Figure 1. Met2 routing.
Cells faint in the background.
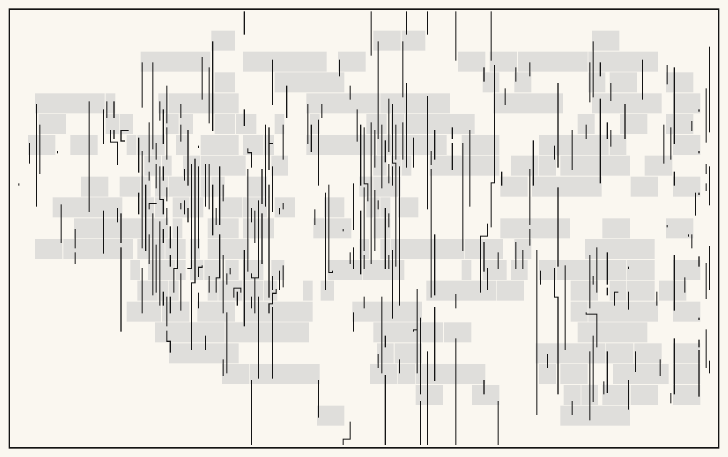
Figure 2. M3 wires.
Bar = 20 um.
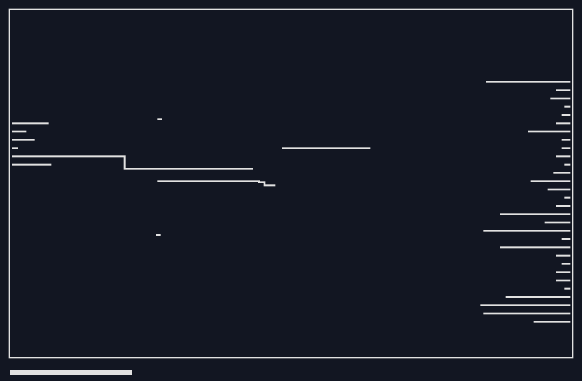
Figure 3. Placed standard cells.
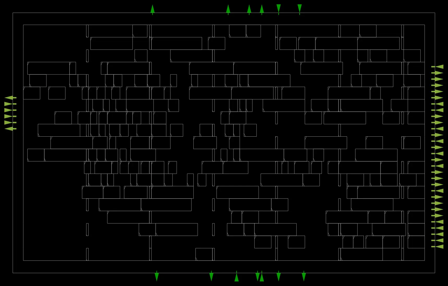
Figure 4. Placement by cell class.
Fill, decap, tap and diode cells in gray.
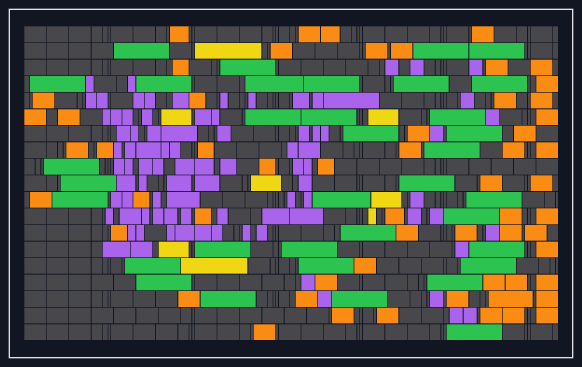
Figure 5. I/O nets highlighted.
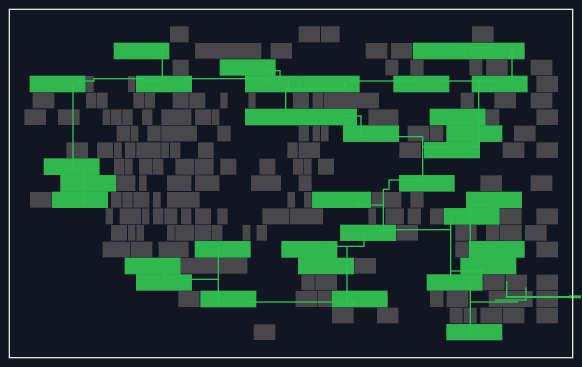
## src/rtl/coeff_update_ctrl_pkg.sv

```systemverilog
// Shared FIR definitions: sequencer state encoding, default geometry and the
// idle levels of the SRAM/MAC control outputs (also used by the module selector).
package coeff_update_ctrl_pkg;

    localparam int NUM_BANK      = 4;
    localparam int TAPS_PER_BANK = 10;
    localparam int ADDR_W        = 4;
    localparam int DATA_W        = 16;
    localparam int TOTAL_TAPS    = NUM_BANK * TAPS_PER_BANK;

    typedef enum logic [1:0] {
        ST_IDLE     = 2'd0,
        ST_LOAD     = 2'd1,
        ST_RUN_WAIT = 2'd2,
        ST_SWEEP    = 2'd3
    } state_e;

    // Idle levels of the control outputs (no SRAM access, no MAC activity)
    localparam logic CSN_IDLE         = 1'b1;
    localparam logic WRN_IDLE         = 1'b1;
    localparam logic EN_MAC_IDLE      = 1'b0;
    localparam logic SWEEP_DONE_IDLE  = 1'b0;
    localparam logic OVERRUN_IDLE     = 1'b0;
    localparam logic COEFF_READY_IDLE = 1'b0;

    // Bank-select width; a single bank still needs a 1-bit select
    function automatic int sel_width(input int n);
        return (n > 1) ? $clog2(n) : 1;
    endfunction

    localparam int SEL_W = sel_width(NUM_BANK);

endpackage

```

## src/rtl/coeff_update_ctrl_if.sv

```systemverilog
// Coefficient-load handshake, sample strobe and SRAM/MAC control bundle.
// master: the sequencer; slave: the side feeding coefficients / consuming SRAM control.
interface coeff_update_ctrl_if #(
    parameter int ADDR_W = coeff_update_ctrl_pkg::ADDR_W,
    parameter int DATA_W = coeff_update_ctrl_pkg::DATA_W,
    parameter int SEL_W  = coeff_update_ctrl_pkg::SEL_W
);

    logic              iCoeffUpdateFlag;
    logic              iCoeffValid;
    logic [DATA_W-1:0] iCoeffData;
    logic              oCoeffReady;
    logic              iEnSample;
    logic [SEL_W-1:0]  oModuleSel;
    logic              oCsnRam;
    logic              oWrnRam;
    logic [ADDR_W-1:0] oAddrRam;
    logic [DATA_W-1:0] oWtDtRam;
    logic              oEnMAC;
    logic              oSweepDone;
    logic              oOverrun;

    modport master (
        input  iCoeffUpdateFlag, iCoeffValid, iCoeffData, iEnSample,
        output oCoeffReady, oModuleSel, oCsnRam, oWrnRam, oAddrRam,
               oWtDtRam, oEnMAC, oSweepDone, oOverrun
    );

    modport slave (
        output iCoeffUpdateFlag, iCoeffValid, iCoeffData, iEnSample,
        input  oCoeffReady, oModuleSel, oCsnRam, oWrnRam, oAddrRam,
               oWtDtRam, oEnMAC, oSweepDone, oOverrun
    );

endinterface

```

## src/rtl/coeff_update_ctrl_tap_bank_counter.sv

```systemverilog
// Tap/bank position counter shared by the load and sweep phases. Tap wraps at
// TAPS_PER_BANK and carries into bank. Exposes both the current and the
// post-edge position so the caller can register an address one step ahead.
module tap_bank_counter #(
    parameter int NUM_BANK      = coeff_update_ctrl_pkg::NUM_BANK,
    parameter int TAPS_PER_BANK = coeff_update_ctrl_pkg::TAPS_PER_BANK,
    parameter int BANK_W        = coeff_update_ctrl_pkg::SEL_W,
    parameter int TAP_W         = coeff_update_ctrl_pkg::ADDR_W
) (
    input  logic              clk,
    input  logic              rst_n,
    input  logic              clr_i,
    input  logic              inc_i,
    output logic [BANK_W-1:0] bank_o,
    output logic [TAP_W-1:0]  tap_o,
    output logic [BANK_W-1:0] bank_nxt_o,
    output logic [TAP_W-1:0]  tap_nxt_o,
    output logic              last_o
);

    localparam logic [BANK_W-1:0] BANK_LAST = BANK_W'(NUM_BANK - 1);
    localparam logic [TAP_W-1:0]  TAP_LAST  = TAP_W'(TAPS_PER_BANK - 1);

    logic [BANK_W-1:0] bank_q, bank_d;
    logic [TAP_W-1:0]  tap_q,  tap_d;

    // Next position: clear wins over increment; tap carries into bank
    always_comb begin
        bank_d = bank_q;
        tap_d  = tap_q;
        if (clr_i) begin
            bank_d = '0;
            tap_d  = '0;
        end else if (inc_i) begin
            if (tap_q == TAP_LAST) begin
                tap_d  = '0;
                bank_d = (bank_q == BANK_LAST) ? '0 : bank_q + 1'b1;
            end else begin
                tap_d = tap_q + 1'b1;
            end
        end
    end

    // Position registers
    always_ff @(posedge clk or negedge rst_n) begin
        if (!rst_n) begin
            bank_q <= '0;
            tap_q  <= '0;
        end else begin
            bank_q <= bank_d;
            tap_q  <= tap_d;
        end
    end

    assign bank_o     = bank_q;
    assign tap_o      = tap_q;
    assign bank_nxt_o = bank_d;
    assign tap_nxt_o  = tap_d;
    assign last_o     = (bank_q == BANK_LAST) && (tap_q == TAP_LAST);

endmodule

```

## src/rtl/coeff_update_ctrl.sv

```systemverilog
// Coefficient load / sweep sequencer in front of the FIR module selector.
// LOAD writes one incoming coefficient per accepted word into bank/tap order;
// SWEEP issues one read + MAC enable per tap after each sample strobe.
// Every SRAM/MAC output comes straight from a flop.
module coeff_update_ctrl #(
    parameter int NUM_BANK      = coeff_update_ctrl_pkg::NUM_BANK,
    parameter int TAPS_PER_BANK = coeff_update_ctrl_pkg::TAPS_PER_BANK,
    parameter int ADDR_W        = coeff_update_ctrl_pkg::ADDR_W,
    parameter int DATA_W        = coeff_update_ctrl_pkg::DATA_W
) (
    input  logic                iClk12M,
    input  logic                iRsn,
    coeff_update_ctrl_if.master bus
);

    import coeff_update_ctrl_pkg::*;

    localparam int SEL_W = sel_width(NUM_BANK);

    state_e            state_q, state_d;

    logic [SEL_W-1:0]  sel_q,      sel_d;
    logic              csn_q,      csn_d;
    logic              wrn_q,      wrn_d;
    logic [ADDR_W-1:0] addr_q,     addr_d;
    logic [DATA_W-1:0] wdata_q,    wdata_d;
    logic              en_mac_q,   en_mac_d;
    logic              done_q,     done_d;
    logic              overrun_q,  overrun_d;

    logic              cnt_clr;
    logic              cnt_inc;
    logic [SEL_W-1:0]  cnt_bank;
    logic [ADDR_W-1:0] cnt_tap;
    logic [SEL_W-1:0]  cnt_bank_nxt;
    logic [ADDR_W-1:0] cnt_tap_nxt;
    logic              cnt_last;

    tap_bank_counter #(
        .NUM_BANK      (NUM_BANK),
        .TAPS_PER_BANK (TAPS_PER_BANK),
        .BANK_W        (SEL_W),
        .TAP_W         (ADDR_W)
    ) u_tap_bank_counter (
        .clk        (iClk12M),
        .rst_n      (iRsn),
        .clr_i      (cnt_clr),
        .inc_i      (cnt_inc),
        .bank_o     (cnt_bank),
        .tap_o      (cnt_tap),
        .bank_nxt_o (cnt_bank_nxt),
        .tap_nxt_o  (cnt_tap_nxt),
        .last_o     (cnt_last)
    );

    // Sequencer state register
    always_ff @(posedge iClk12M or negedge iRsn) begin
        if (!iRsn) begin
            state_q <= ST_IDLE;
        end else begin
            state_q <= state_d;
        end
    end

    // Next state, counter control and next values of the registered outputs.
    // LOAD writes at the counter's current position, then advances it.
    // SWEEP registers the position the counter holds after this edge, so the
    // read for tap k is on the outputs while the counter holds k.
    always_comb begin
        state_d   = state_q;
        cnt_clr   = 1'b0;
        cnt_inc   = 1'b0;
        sel_d     = '0;
        csn_d     = CSN_IDLE;
        wrn_d     = WRN_IDLE;
        addr_d    = '0;
        wdata_d   = '0;
        en_mac_d  = EN_MAC_IDLE;
        done_d    = SWEEP_DONE_IDLE;
        overrun_d = overrun_q;

        case (state_q)
            ST_IDLE: begin
                // sample strobes are meaningless without coefficients
                if (bus.iCoeffUpdateFlag) begin
                    state_d   = ST_LOAD;
                    cnt_clr   = 1'b1;
                    overrun_d = OVERRUN_IDLE;
                end
            end

            ST_LOAD: begin
                // a dropped flag aborts even if a word is offered that cycle
                if (!bus.iCoeffUpdateFlag) begin
                    state_d = ST_IDLE;
                end else if (bus.iCoeffValid) begin
                    cnt_inc = 1'b1;
                    sel_d   = cnt_bank;
                    addr_d  = cnt_tap;
                    wdata_d = bus.iCoeffData;
                    csn_d   = 1'b0;
                    wrn_d   = 1'b0;
                    if (cnt_last) begin
                        state_d = ST_RUN_WAIT;
                    end
                end
            end

            ST_RUN_WAIT: begin
                // reload wins; a same-cycle strobe is dropped silently
                if (bus.iCoeffUpdateFlag) begin
                    state_d   = ST_LOAD;
                    cnt_clr   = 1'b1;
                    overrun_d = OVERRUN_IDLE;
                end else if (bus.iEnSample) begin
                    state_d  = ST_SWEEP;
                    cnt_clr  = 1'b1;
                    sel_d    = cnt_bank_nxt;
                    addr_d   = cnt_tap_nxt;
                    csn_d    = 1'b0;
                    wrn_d    = 1'b1;
                    en_mac_d = 1'b1;
                end
            end

            ST_SWEEP: begin
                // a strobe here is lost; the running sweep is not restarted
                if (bus.iEnSample) begin
                    overrun_d = 1'b1;
                end
                if (cnt_last) begin
                    state_d = ST_RUN_WAIT;
                    done_d  = 1'b1;
                end else begin
                    cnt_inc  = 1'b1;
                    sel_d    = cnt_bank_nxt;
                    addr_d   = cnt_tap_nxt;
                    csn_d    = 1'b0;
                    wrn_d    = 1'b1;
                    en_mac_d = 1'b1;
                end
            end

            default: begin
                state_d = ST_IDLE;
            end
        endcase
    end

    // SRAM/MAC output registers; reset drops them to idle immediately
    always_ff @(posedge iClk12M or negedge iRsn) begin
        if (!iRsn) begin
            sel_q     <= '0;
            csn_q     <= CSN_IDLE;
            wrn_q     <= WRN_IDLE;
            addr_q    <= '0;
            wdata_q   <= '0;
            en_mac_q  <= EN_MAC_IDLE;
            done_q    <= SWEEP_DONE_IDLE;
            overrun_q <= OVERRUN_IDLE;
        end else begin
            sel_q     <= sel_d;
            csn_q     <= csn_d;
            wrn_q     <= wrn_d;
            addr_q    <= addr_d;
            wdata_q   <= wdata_d;
            en_mac_q  <= en_mac_d;
            done_q    <= done_d;
            overrun_q <= overrun_d;
        end
    end

    assign bus.oCoeffReady = (state_q == ST_LOAD);
    assign bus.oModuleSel  = sel_q;
    assign bus.oCsnRam     = csn_q;
    assign bus.oWrnRam     = wrn_q;
    assign bus.oAddrRam    = addr_q;
    assign bus.oWtDtRam    = wdata_q;
    assign bus.oEnMAC      = en_mac_q;
    assign bus.oSweepDone  = done_q;
    assign bus.oOverrun    = overrun_q;

endmodule

```

## src/flat_wrapper.sv

```systemverilog
// flat-port wrapper written by rule: the top's interface ports become plain ports
module coeff_update_ctrl_flat import coeff_update_ctrl_pkg::*;
#(
    parameter int NUM_BANK      = coeff_update_ctrl_pkg::NUM_BANK,
    parameter int TAPS_PER_BANK = coeff_update_ctrl_pkg::TAPS_PER_BANK,
    parameter int ADDR_W        = coeff_update_ctrl_pkg::ADDR_W,
    parameter int DATA_W        = coeff_update_ctrl_pkg::DATA_W
)
  (iClk12M, iRsn, bus_iCoeffUpdateFlag, bus_iCoeffValid, bus_iCoeffData, bus_iEnSample, bus_oCoeffReady, bus_oModuleSel, bus_oCsnRam, bus_oWrnRam, bus_oAddrRam, bus_oWtDtRam, bus_oEnMAC, bus_oSweepDone, bus_oOverrun);
  coeff_update_ctrl_if #(.ADDR_W(ADDR_W), .DATA_W(DATA_W)) bus_i ();
  input  logic iClk12M;
  input  logic iRsn;
  input wire logic [$bits(bus_i.iCoeffUpdateFlag)-1:0] bus_iCoeffUpdateFlag;
  input wire logic [$bits(bus_i.iCoeffValid)-1:0] bus_iCoeffValid;
  input wire logic [$bits(bus_i.iCoeffData)-1:0] bus_iCoeffData;
  input wire logic [$bits(bus_i.iEnSample)-1:0] bus_iEnSample;
  output wire logic [$bits(bus_i.oCoeffReady)-1:0] bus_oCoeffReady;
  output wire logic [$bits(bus_i.oModuleSel)-1:0] bus_oModuleSel;
  output wire logic [$bits(bus_i.oCsnRam)-1:0] bus_oCsnRam;
  output wire logic [$bits(bus_i.oWrnRam)-1:0] bus_oWrnRam;
  output wire logic [$bits(bus_i.oAddrRam)-1:0] bus_oAddrRam;
  output wire logic [$bits(bus_i.oWtDtRam)-1:0] bus_oWtDtRam;
  output wire logic [$bits(bus_i.oEnMAC)-1:0] bus_oEnMAC;
  output wire logic [$bits(bus_i.oSweepDone)-1:0] bus_oSweepDone;
  output wire logic [$bits(bus_i.oOverrun)-1:0] bus_oOverrun;
  assign bus_i.iCoeffUpdateFlag = bus_iCoeffUpdateFlag;
  assign bus_i.iCoeffValid = bus_iCoeffValid;
  assign bus_i.iCoeffData = bus_iCoeffData;
  assign bus_i.iEnSample = bus_iEnSample;
  assign bus_oCoeffReady = bus_i.oCoeffReady;
  assign bus_oModuleSel = bus_i.oModuleSel;
  assign bus_oCsnRam = bus_i.oCsnRam;
  assign bus_oWrnRam = bus_i.oWrnRam;
  assign bus_oAddrRam = bus_i.oAddrRam;
  assign bus_oWtDtRam = bus_i.oWtDtRam;
  assign bus_oEnMAC = bus_i.oEnMAC;
  assign bus_oSweepDone = bus_i.oSweepDone;
  assign bus_oOverrun = bus_i.oOverrun;
  coeff_update_ctrl #(.NUM_BANK(NUM_BANK), .TAPS_PER_BANK(TAPS_PER_BANK), .ADDR_W(ADDR_W), .DATA_W(DATA_W)) u_core (.iClk12M(iClk12M), .iRsn(iRsn), .bus(bus_i));
endmodule
```

## config.mk

```make
export PLATFORM = sky130hd
export DESIGN_NAME = coeff_update_ctrl_flat
export DESIGN_NICKNAME = d
export VERILOG_FILES = /design/src/rtl/coeff_update_ctrl_pkg.sv /design/src/rtl/coeff_update_ctrl_if.sv /design/src/rtl/coeff_update_ctrl_tap_bank_counter.sv /design/src/rtl/coeff_update_ctrl.sv /design/src/flat_wrapper.sv
export SDC_FILE = /design/constraint.sdc
export NUM_CORES = 1
export LEC_CHECK = 0
export ABC_AREA = 0
export CAP_MARGIN = 15
export CORE_ASPECT_RATIO = 0.6
export CORE_MARGIN = 2
export CORE_UTILIZATION = 31
export DETAILED_ROUTE_END_ITERATION = 7
export SYNTH_ARGS = -nofsm -noshare
export SYNTH_HDL_FRONTEND = slang
export SYNTH_SLANG_ARGS = --single-unit
```

## constraint.sdc

```tcl
create_clock -name iClk12M -period 1.6 [get_ports iClk12M]
set_input_delay 0.16 -clock iClk12M [delete_from_list [all_inputs] [get_ports iClk12M]]
set_output_delay 0.16 -clock iClk12M [all_outputs]
set_load 0.03 [all_outputs]
```

==> flow_metrics.env <==
# source this file to load flow results
export IMPL_status="complete, no violations"
export IMPL_top_layer_used="met4"
export IMPL_setup_worst_path_start_class="register"
export IMPL_endpoint_kind="register"
export IMPL_rsz0062_at_grt="yes"
export IMPL_area_dominant_class="flip-flops and latches"
export IMPL_worst_endpoint_arrival_ps=1730
export IMPL_mi_logic_area_um2=551.8
export IMPL_lay_top_cells="45 x clkdlybuf4s50_1, 33 x dfrtp_1, 16 x and2_1"
export IMPL_met2WireLength_um=1367
export IMPL_tightest_slew_ps=467.3
export IMPL_clk_latency_ps=280
export IMPL_hold_path_class="in2async"
export IMPL_synth_most_common_cell="dfrtp_1"
export IMPL_die_w_um=92.41
export IMPL_power_internal_mw=1.638
export IMPL_maxPowerGroup="the clock network"
export IMPL_switching_share_pct=20.95
export IMPL_met1_usage_pct=20.08
export IMPL_comb_power_mw=0.220
export IMPL_seq_share_pct=39.55
export IMPL_fmax_ghz=0.6493
export IMPL_largest_reg_flops=16
export IMPL_grt_max_degree=36
export IMPL_yosysTopAreaCell="dfrtp_1"
export IMPL_p_total_mw=2.073
export IMPL_p_clk_share_pct=45.2
export IMPL_taps=63
export IMPL_critical_path_required_ps=1780
export IMPL_layout_min_cycle_time_ps=1540
export IMPL_core_um2=4541
export IMPL_gp_congestion=0.8721
export IMPL_hold_viol=0
export IMPL_tool_warnings=28
export IMPL_grt_pass1_wl_um=5554
export IMPL_worst_slack_ps=59.79
export IMPL_power_per_cell_area_nw_per_um2=933.2
export IMPL_cts_buffer_depth=2
export IMPL_rr_worst_depth=6
export IMPL_xor_share_pct=0
export IMPL_avgViaCountPerCell=4.595
export IMPL_maxSlewViolCount=0
export IMPL_grt_pass1_vias=1136
export IMPL_die_area_um2=5272
export IMPL_pg_seq_mw=0.915
export IMPL_crit_start="u_core.u_tap_bank_counter.tap_o[1]"
-- Figure 1 (at the start) --
share of all routed wire: 41%
longest straight run: 21.4 um
main direction: vertical
wire length on this layer: 1370 um
nets with wire on the layer: 173
met2 Usage GRT: 19.60%
final wirelength: 3351 um
via count: 1158

-- Figure 2 (at the start) --
nets with wire on the layer: 37
longest straight run: 20.9 um
main direction: horizontal
GR Util met3: 4.756%

-- Figure 3 (at the start) --
Layout fillers: 424
seq_cells: 35

-- Figure 4 (at the start) --
[flip-flops] green | cells: 35
[other buffers and delay cells] orange | cells: 58
[all other logic] purple | cells: 88
[clock drivers and dummy loads] yellow | cells: 8

-- Figure 5 (at the start) --
[iRsn] green | direction: input | edge: east | end cells: 35 | buffers: 2 | wire: 299 um
top-level port count: 49
Port-buffer cells: 48

